==> config.mk <==
export PLATFORM = sky130hd
export DESIGN_NAME = serial_deser
export DESIGN_NICKNAME = d
export VERILOG_FILES = /design/src/rtl/serial_deser_pkg.sv /design/src/rtl/deser_out_buf.sv /design/src/rtl/serial_deser.sv
export SDC_FILE = /design/constraint.sdc
export NUM_CORES = 1
export LEC_CHECK = 0
export CAP_MARGIN = 20
export CORE_MARGIN = 3
export CORE_UTILIZATION = 51
export CTS_CLUSTER_SIZE = 25
export DETAILED_ROUTE_END_ITERATION = 6
export PLACE_DENSITY = 0.79
export SYNTH_ARGS = -nofsm -noshare
export SYNTH_HDL_FRONTEND = slang
export SYNTH_SLANG_ARGS = --single-unit
==> constraint.sdc <==
create_clock -name clk -period 3.1 [get_ports clk]
set_input_delay 0.62 -clock clk [delete_from_list [all_inputs] [get_ports clk]]
set_output_delay 0.62 -clock clk [all_outputs]
set_load 0.01 [all_outputs]
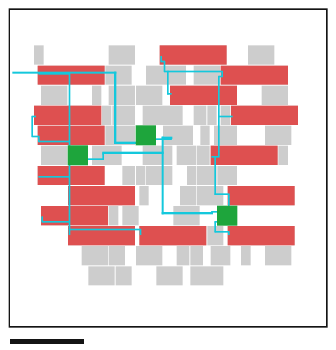
(images/clock_map.png)
The bar under the picture is 10 um long.
[red] flip-flops | count: 15
[green] cells driving clock nets | count: 3
[cyan] clock wires | length: 161 um
routed clock nets	4
Clk power: 0.000107 W
Post-Route Skew: 0.00208 ns
worst skew pair latency: 0.28 ns
Clock Power Share: 26.1%

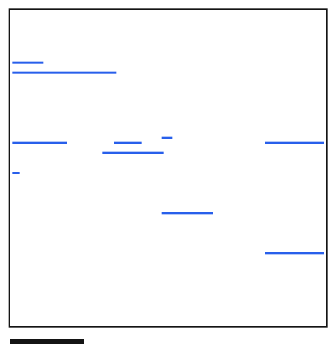
(images/met3.png)
The bar under the picture is 10 um long.
nets with wire on the layer	7
share of all routed wire	5.0%
longest straight run	13.8 um
wire length on this layer	60.3 um
met3 Track Usage GR: 6.78%
WL final: 1.20 mm

==> flow_metrics.py <==
# Physical implementation metrics
metrics = {
    "finish": {
        "flop_area_um2": 375,
        "areaGrowthSynthToFinish_pct": 20.3,
        "n_fill_cell": 91,
        "comb_cells": 36,
        "final_cell_mix": "15 x dfrtp_1, 12 x clkdlybuf4s50_1, 5 x mux2i_1",
        "instances_no_fill": 85,
    },
    "synthesis": {
        "ys_ff": 15,
        "synth_cells": 58,
        "synth_seq_share_pct": 54.2,
        "yosys-top-cells-area": "dfrtp_1 54%, mux2i_1 7.2%, mux2_2 6.5%",
        "yosysCellCount": 58,
        "syn-cell-area_um2": 692,
        "synthArstFlopShare_pct": 100,
        "ff_type": "dfrtp_1",
    },
    "final_timing": {
        "worst_slew_pin_slew_ns": 0.623,
        "period_needed_ns": 2.04,
        "slew_headroom_pct": 58.3,
        "holdWs_ns": 0.496,
        "finalClockPeriodUsage_pct": 65.9,
        "fin_ws_ns": 1.06,
    },
    "critical_path": {
        "reg2reg_slack_ns": 1.36,
        "worstSetupPathType": "primary input to flop",
        "reg2regPathDepth": 3,
        "critPathMaxStageDelay_ns": 0.61,
        "path_cells": "clkdlybuf4s50_1 > nand2b_1 > and3b_1 > mux2_4",
    },
    "floorplan": {
        "fp_util_pct": 58.3,
        "fp.dieH_um": 42.8,
        "die_x_um": 42.8,
        "coreArea_mm2": 0.00119,
        "rows": 12,
    },
    "power": {
        "ir_drop_mv": 0.409,
        "p_leak_nw": 0.393,
        "p_per_area_mw_per_mm2": 493,
    },
    "clock_tree": {
        "ctsResizeCount": 0,
        "clock_path_buffers": 2,
        "h-tree-depth": 1,
        "cts_tree": "done",
        "root_buffer": "clkbuf_4",
        "cts_buffers": 3,
    },
    "min_path": {
        "hold_depth": 2,
    },
    "placement": {
        "dp_hpwl_um": 944,
        "gp_congestion": 0.775,
    },
    "detailed_routing": {
        "drt_iter0_drc": 3,
        "maxUsedRoutingLayer": "met4",
        "wl_met1_um": 546,
        "final_antenna_net_count": 0,
    },
    "global_route": {
        "grt_pass1_vias": 470,
    },
    "run_status": {
        "status": "finished clean",
    },
}
==> cells in the mapped netlist (2+ instances only) <==
master	instances
o21ai_0	3
inv_1	4
mux2_4	2
a211oi_1	2
nand2_1	4
mux2_2	4
nor2_1	2
dfrtp_1	15
mux2i_1	5
nand2b_1	4
==> per-stage QoR <==
stage,util (%),cell area [um2]
global placement,67.9,806
finish,70.1,832
floorplan,-,692
global route,70.1,832
CTS,70.1,832
detailed placement,67.9,806
==> kinds of logic after synthesis <==
logic type      share of synthesized area, %
mux                                     18.1
fa+ha+maj                               1.81
simple gates                            11.4
flops                                   54.2
other cells                            0.542
compound gates                          8.32
buf+inv                                 5.60
==> report_power, final <==
group | internal (W) | switching (W)
Clock | 0.0000499 | 0.0000574
Sequential | 0.000219 | 0.0000155
Combinational | 0.0000375 | 0.0000317
Power figures rest on the tool's default switching activity, not on a simulated workload.
